`config.mk`:
```
export PLATFORM = sky130hd
export DESIGN_NAME = count4_seq_monitor
export DESIGN_NICKNAME = d
export VERILOG_FILES = /design/src/rtl/count4_seq_monitor.sv
export SDC_FILE = /design/constraint.sdc
export NUM_CORES = 1
export LEC_CHECK = 0
export CORE_ASPECT_RATIO = 0.75
export CORE_MARGIN = 2
export CORE_UTILIZATION = 45
export CTS_CLUSTER_DIAMETER = 120
export DETAILED_ROUTE_END_ITERATION = 8
export PLACE_DENSITY = 0.71
export SLEW_MARGIN = 0
export SYNTH_ARGS = -nofsm -noshare
export SYNTH_HDL_FRONTEND = slang
export SYNTH_SLANG_ARGS = --single-unit
```
`constraint.sdc`:
```
create_clock -name clock -period 6.5 [get_ports clock]
set_input_delay 1.95 -clock clock [delete_from_list [all_inputs] [get_ports clock]]
set_output_delay 1.95 -clock clock [all_outputs]
set_load 0.05 [all_outputs]
```
`src/rtl/count4_seq_monitor.sv`:
```
// Health monitor for the 4-bit up/down counter: verifies each Y step is +1/-1 (mod 16)
// as selected by the previously sampled CTL, and reports wraps, direction changes and errors.
module count4_seq_monitor #(
  parameter int CNT_W = 8
) (
  input  logic             clock,
  input  logic             reset,
  input  logic             en,
  input  logic             clr,
  input  logic [3:0]       y_in,
  input  logic             ctl_in,
  output logic             wrap,
  output logic             dir_chg,
  output logic             err,
  output logic             err_sticky,
  output logic [CNT_W-1:0] wrap_cnt,
  output logic [CNT_W-1:0] err_cnt,
  output logic             checking
);

  typedef enum logic [1:0] {IDLE, PRIME, CHECK} state_t;

  localparam logic [CNT_W-1:0] CNT_ONE = CNT_W'(1);

  state_t     state;
  logic [3:0] prev_y;
  logic       prev_ctl;

  logic [3:0] exp_y;
  logic       live;
  logic       step_err;
  logic       step_wrap;
  logic       step_dir;

  // NOTE: every signal assigned in always_comb gets a default first so no latch is inferred.
  always_comb begin
    exp_y     = prev_ctl ? (prev_y - 4'd1) : (prev_y + 4'd1);
    live      = (state == CHECK) && en;
    step_err  = 1'b0;
    step_wrap = 1'b0;
    step_dir  = 1'b0;
    if (live) begin
      step_err  = (y_in != exp_y);
      // A wrap is only reported on a step that is also legal.
      step_wrap = (y_in == exp_y) &&
                  ((!prev_ctl && prev_y == 4'hF) || (prev_ctl && prev_y == 4'h0));
      step_dir  = (ctl_in != prev_ctl);
    end
  end

  // NOTE: sequential state uses non-blocking assignments only, so every register
  // samples the pre-edge values of the others.
  always_ff @(posedge clock) begin
    if (!reset) begin
      state      <= IDLE;
      prev_y     <= 4'd0;
      prev_ctl   <= 1'b0;
      wrap       <= 1'b0;
      dir_chg    <= 1'b0;
      err        <= 1'b0;
      err_sticky <= 1'b0;
      wrap_cnt   <= '0;
      err_cnt    <= '0;
    end else begin
      wrap    <= step_wrap;
      dir_chg <= step_dir;
      err     <= step_err;

      case (state)
        IDLE: begin
          if (en) state <= PRIME;
        end
        PRIME: begin
          prev_y   <= y_in;
          prev_ctl <= ctl_in;
          state    <= en ? CHECK : IDLE;
        end
        CHECK: begin
          if (en) begin
            // Always resynchronise to the actual value so one glitch costs at most two errors.
            prev_y   <= y_in;
            prev_ctl <= ctl_in;
          end else begin
            state <= IDLE;
          end
        end
        default: state <= IDLE;
      endcase

      if (clr) begin
        wrap_cnt   <= '0;
        err_cnt    <= '0;
        err_sticky <= 1'b0;
      end else begin
        if (step_wrap && wrap_cnt != '1) wrap_cnt <= wrap_cnt + CNT_ONE;
        if (step_err && err_cnt != '1)   err_cnt  <= err_cnt + CNT_ONE;
        if (step_err)                    err_sticky <= 1'b1;
      end
    end
  end

  assign checking = (state == CHECK);

endmodule

```
Figure 1. Routed clock nets over the placement (run 1).
Scale: 6 px per µm.
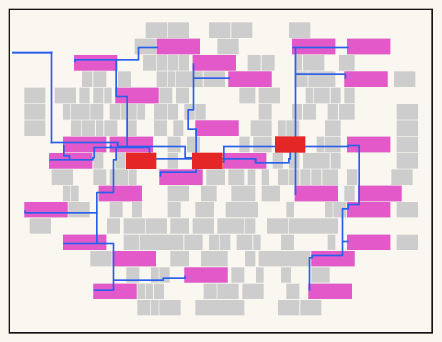
magenta -> flip-flops  # count 27
red -> clock drivers  # count 3
blue -> clock wires  # length 340 µm
flops lie = all over the die
routed clock nets = 4
Clk. pwr: 0.0966 mW
clock power share: 0.314
Late-Pin Clk Latency: 270 ps
clock skew: 4.090 ps

Figure 2. A small window of the routed layout (run 1).
Window x 20 to 50, y 1 to 31 µm. Cells in gray, sequential cells in the stronger gray; small squares are vias.
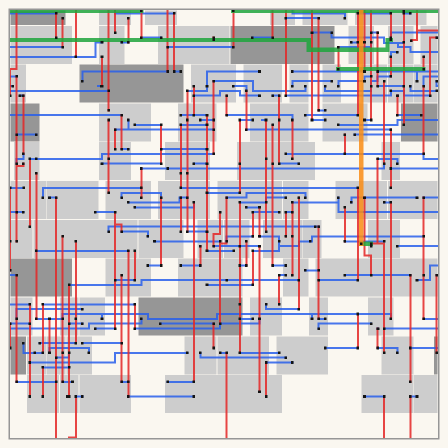
red -> metal 2
green -> metal 3
blue -> metal 1
orange -> metal 4
cells with their middle in the window = 63
most frequent = a21oi_1 (6), nor2_1 (5), nor2b_1 (5)
sequential cells in the window = 4
netlist names of flops here include = `prev_y` (2)

Figure 3. Routing congestion (run 1).
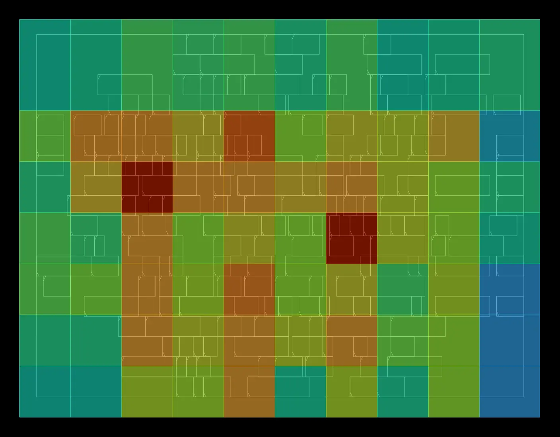
total track usage: 0.1830
GRT met2 Usage: 0.3003

run 1: cells in the mapped netlist (3+ instances only):
cell | instances | area share
nor2_1 | 11 | 0.028
dfxtp_1 | 27 | 0.36
o21ai_0 | 10 | 0.034
nand2_1 | 7 | 0.018
or4_1 | 3 | 0.015
xnor2_1 | 3 | 0.018
o31ai_1 | 4 | 0.020
ha_1 | 4 | 0.034
and3_1 | 6 | 0.025
nand4_1 | 3 | 0.013
mux2i_1 | 3 | 0.020
inv_1 | 5 | 0.013
a21oi_1 | 17 | 0.057
or3_1 | 9 | 0.038
nor2b_1 | 7 | 0.030
nand3_1 | 9 | 0.030
run 1: stage by stage:
step | hold WS [ps] | worst slack [ps] | std cells | utilization
3_3_place_gp | 457.0 | 2410 | 227 | 0.5509
6_report | 493.8 | 2629 | 231 | 0.5653
2_1_floorplan | 486.5 | 3110 | 163 | -
3_5_place_dp | 473.9 | 2365 | 227 | 0.5509
4_1_cts | 497.7 | 2642 | 231 | 0.5653
5_1_grt | 520.6 | 2477 | 231 | 0.5653
run 1: per-layer routing:
| metal | track usage | up-vias | part of all wire |
|---|---|---|---|
| met5 | 0 | - | 0 |
| met4 | 0.04487 | 0 | 0.017 |
| met3 | 0.04682 | 6 | 0.057 |
| met2 | 0.3003 | 46 | 0.43 |
| met1 | 0.2454 | 603 | 0.49 |
| li1 | - | 655 | - |
run 1: cells in the final DEF, fill, tap and decap left out, drive strengths merged, types with 2 or more instances in the layout:
cell / count
nor4: 2
nor2b: 7
and3: 7
dfxtp: 27
clkbuf: 3
ha: 4
nor3: 3
nand4: 3
inv: 5
o21ai: 11
clkdlybuf4s50: 29
nand2: 7
o31ai: 4
mux2i: 3
a21oi: 18
nor2: 11
nand3: 9
or4: 3
xnor3: 2
xnor2: 3
or3: 9
o31a: 2
nand2b: 2
run 1: cells by family after synthesis:
kind of cell             after synthesis
XOR/XNOR                               7
AND/OR/NAND/NOR                       70
AND-OR/OR-AND                         41
flip-flops                            27
buffers and inverters                 10
adder cells (fa/ha/maj)                5
multiplexers                           3
run 1: registers in the layout, summed over array words and instances (netlist names), 2 cells and up:
signal    count
wrap_cnt      8
prev_y        4
state         2
err_cnt       8
run 1: layout make-up:
type | count | area share
Clock inverter | 1 | 0.002749
Timing Repair Buffer | 29 | 0.1594
Tap cell | 40 | 0.02749
Clock buffer | 3 | 0.02268
Multi-Input combinational cell | 126 | 0.4804
Inverter | 5 | 0.01031
Sequential cell | 27 | 0.2969
run 1: how the worst min path moves through the flow:
stage	end	slack [ps]	cells past startpoint
after floorplan	state[0]	490	1
after global placement	err_sticky	460	2
after detailed placement	err_sticky	470	2
after CTS	err_sticky	500	2
after global routing	err_sticky	520	2
final	err_sticky	490	2
run 1: report_power, final:
group / switching, mW / internal [mW] / total, mW / leakage (nW)
Combinational: 0.0193 / 0.0198 / 0.0391 / 0.367
Clock: 0.0536 / 0.0430 / 0.0966 / 0.0255
Sequential: 0.00361 / 0.168 / 0.172 / 0.218
run 1: tightest hold or removal path, stage by stage (launching register included):
cell     delay (ps)
dfxtp_1         320
nor2_1           90
nor2_1           40
==> results.ini, run 1 <==
[sta]
slew_headroom=0.1790
setup_viol=0

[worst_setup_path]
crit_path_start=y_in[2]
critical_path.cell_chain=clkdlybuf4s50_1, xnor3_1, o31a_1, nor3_2, o21ai_0, a21oi_1
worst_path_largest_cell_delay_ps=570
end_kind=register
r2r_end=err_cnt[4]
critPathKind=input port to register
path_depth=6

[clock_tree]
cts_resized=0
post_cts_buffers=0
cts_buffers=3
clkTransAtPathRegs_ps=90
cts_root_buf=clkbuf_8

[die]
fp.dieArea_mm2=0.003772
fp-row-count=18
fp.dieW_um=70.25
fp_util=0.4600

[final_layout]
seqCellArea_um2=540.5
final-comb-area_um2=874.6

[job]
maxCapViolCount=0
warnings=26

[yosys]
synthDistinctLibCells=47
ys_top_logic_family=simple AND/OR/NAND/NOR gates
yosysWarnings=0
muxShareOfSynthArea=0.02027
synth-seq-cells=27

[power]
ir_worst_vdd_v=0.0001328

[drt]
drtIter0Drc=89
firstDrtPassIters=4

[grt]
grt_pass1_wl_um=5499
grt_pass1_vias=1250

[min_path]
hp-class=register to register

[placed_design]
io_buffer_count=29
dpl_cell_area_mm2=0.001774

[run_status]
outcome=complete, no violations

==> inputs of run 2 (changes only) <==
Clock period 6.5 ns to 3.7 ns, I/O delays scaled along.
Figure 4. Gate families picked out (run 2).
Scale: 8 px per µm.
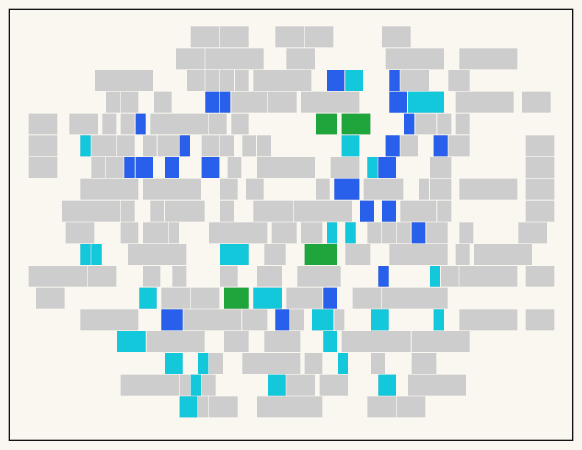
cyan -> nor cells  # cells 25, most used nor2_1
blue -> nand cells  # cells 23, most used nand3_1
green -> non-inverting ao/oa cells  # cells 4

Figure 5. Routed clock nets over the placement (run 2).
Scale: 6 px per µm.
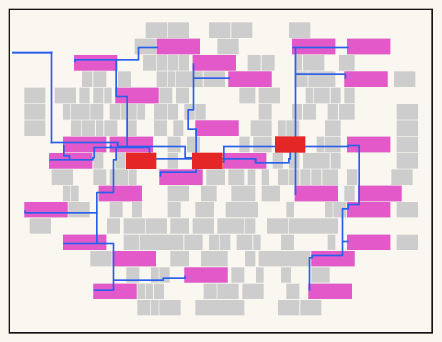
magenta -> flip-flops  # count 27
red -> clock drivers  # count 3
blue -> clock wires  # length 340 µm
flops lie = all over the die
routed clock nets = 4

==> results.ini, run 2 <==
[drt]
routedWlPerCell_um=13.62  ; unchanged
firstDrtPassIters=4  ; unchanged
drtIter0Drc=89  ; unchanged

[sta]
skew_ps=4.090  ; unchanged
setup_viol=0  ; unchanged
slew_headroom=0.1790  ; unchanged

[clock_tree]
cts_root_buf=clkbuf_8  ; unchanged
cts_resized=0  ; unchanged
post_cts_buffers=0  ; unchanged
clkTransAtPathRegs_ps=90  ; about the same
clk_latency_ps=270  ; about the same
cts_buffers=3  ; unchanged

[die]
fp-row-count=18  ; unchanged
fp.dieW_um=70.25  ; unchanged
fp_util=0.4600  ; unchanged
fp.dieArea_mm2=0.003772  ; unchanged

[grt]
grt_usage=0.1830  ; unchanged
grt_pass1_vias=1250  ; unchanged
grt_pass1_wl_um=5499  ; unchanged

[yosys]
top_cells_by_area=dfxtp_1 (36%), a21oi_1 (5.7%), or3_1 (3.8%), ha_1 (3.4%), o21ai_0 (3.4%)  ; unchanged
top_area_cell=dfxtp_1  ; unchanged
most_common_cell=dfxtp_1  ; unchanged
ys_async_sr_fraction=0  ; unchanged
muxShareOfSynthArea=0.02027  ; unchanged
synthDistinctLibCells=47  ; unchanged
synth-seq-cells=27  ; unchanged

[worst_setup_path]
worst_path_largest_cell_delay_ps=570  ; about the same
critical_path.cell_chain=clkdlybuf4s50_1, xnor3_1, o31a_1, nor3_2, o21ai_0, a21oi_1  ; unchanged
end_kind=register  ; unchanged
r2r_end=err_cnt[4]  ; unchanged
critPathKind=input port to register  ; unchanged
ff2ff_path_depth=7  ; unchanged
crit_path_start=y_in[2]  ; unchanged

[run_status]
outcome=complete, no violations  ; unchanged

[job]
maxCapViolCount=0  ; unchanged
warnings=26  ; unchanged

[final_layout]
stdcell_count=231  ; unchanged
final-comb-area_um2=874.6  ; unchanged
top_regs=err_cnt (8), wrap_cnt (8), prev_y (4)  ; unchanged
final_cell_mix=clkdlybuf4s50_1 (29), dfxtp_1 (27), a21oi_1 (17)  ; unchanged
seqCellArea_um2=540.5  ; unchanged
lay_top_count=clkdlybuf4s50_1  ; unchanged

[min_path]
hp-class=register to register  ; unchanged

[placed_design]
io_buffer_count=29  ; unchanged

Figure 6. A small window of the routed layout (run 2).
Window x 20 to 50, y 1 to 31 µm. Cells in gray, sequential cells in the stronger gray; small squares are vias.
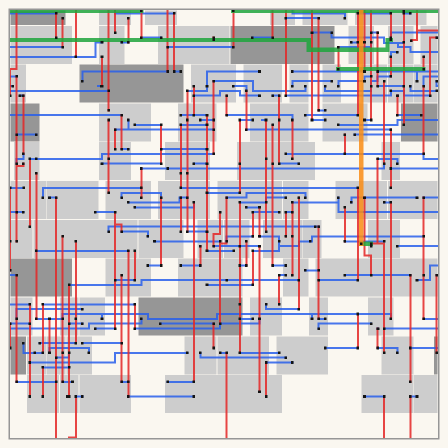
orange -> metal 4
blue -> metal 1
red -> metal 2
green -> metal 3
sequential cells in the window = 4
netlist names of flops here include = `prev_y` (2)
most frequent = a21oi_1 (6), nor2_1 (5), nor2b_1 (5)
cells with their middle in the window = 63

-- run 2: cell counts after synthesis --
No cell type changed its count.
-- run 2: worst min-delay path by stage --
stage | startpoint | endpoint | slack [ps] | depth (start not counted)
floorplan | state[0] | state[0] | 490 | 1
finish | err_sticky | err_sticky | 490 | 2
global placement | err_sticky | err_sticky | 460 | 2
CTS | err_sticky | err_sticky | 500 | 2
detailed placement | err_sticky | err_sticky | 470 | 2
global route | err_sticky | err_sticky | 520 | 2
-- run 2: layer usage --
metal  vias to the layer above  track usage  part of all wire
met5                         -            0                 0
met4                         0      0.04487             0.017
met3                         6      0.04682             0.057
met2                        46       0.3003              0.43
met1                       603       0.2454              0.49
li1                        655            -                 -
-- run 2: kinds of logic (layout without fill, tap and decap cells) --
group,count (synthesis),after routing
adder cells (fa/ha/maj),5,5
AND-OR/OR-AND,41,41
multiplexers,3,3
XOR/XNOR,7,7
flip-flops,27,27
buffers and inverters,10,38
AND/OR/NAND/NOR,70,70
-- run 2: metrics by stage --
stage	cell area, µm²	setup WS, ps	utilization
floorplan	1481	1150	-
global placement	1774	450.2	0.5509
detailed placement	1774	404.7	0.5509
CTS	1821	681.8	0.5653
global route	1821	517.0	0.5653
finish	1821	669.5	0.5653
-- run 2: final cells by class --
cell class / instances / share of cell area
sequential: 27 / 0.2969
tap: 40 / 0.02749
timing repair buffer: 29 / 0.1594
multi-input combinational: 126 / 0.4804
clock inverter: 1 / 0.002749
inverter: 5 / 0.01031
clock buffer: 3 / 0.02268
-- run 2: critical path, delay by kind of cell --
family          cells  cell delay, ps
simple gates        1             570
compound gates      3             650
buf+inv             1             470
xor+xnor            1             430
-- run 2: power breakdown --
group / switching [mW] / total [mW] / internal, mW
sequential: 0.00635 / 0.301 / 0.295
clock: 0.0941 / 0.170 / 0.0755
combinational: 0.0339 / 0.0687 / 0.0348
Power is estimated from default activity; no workload was simulated.
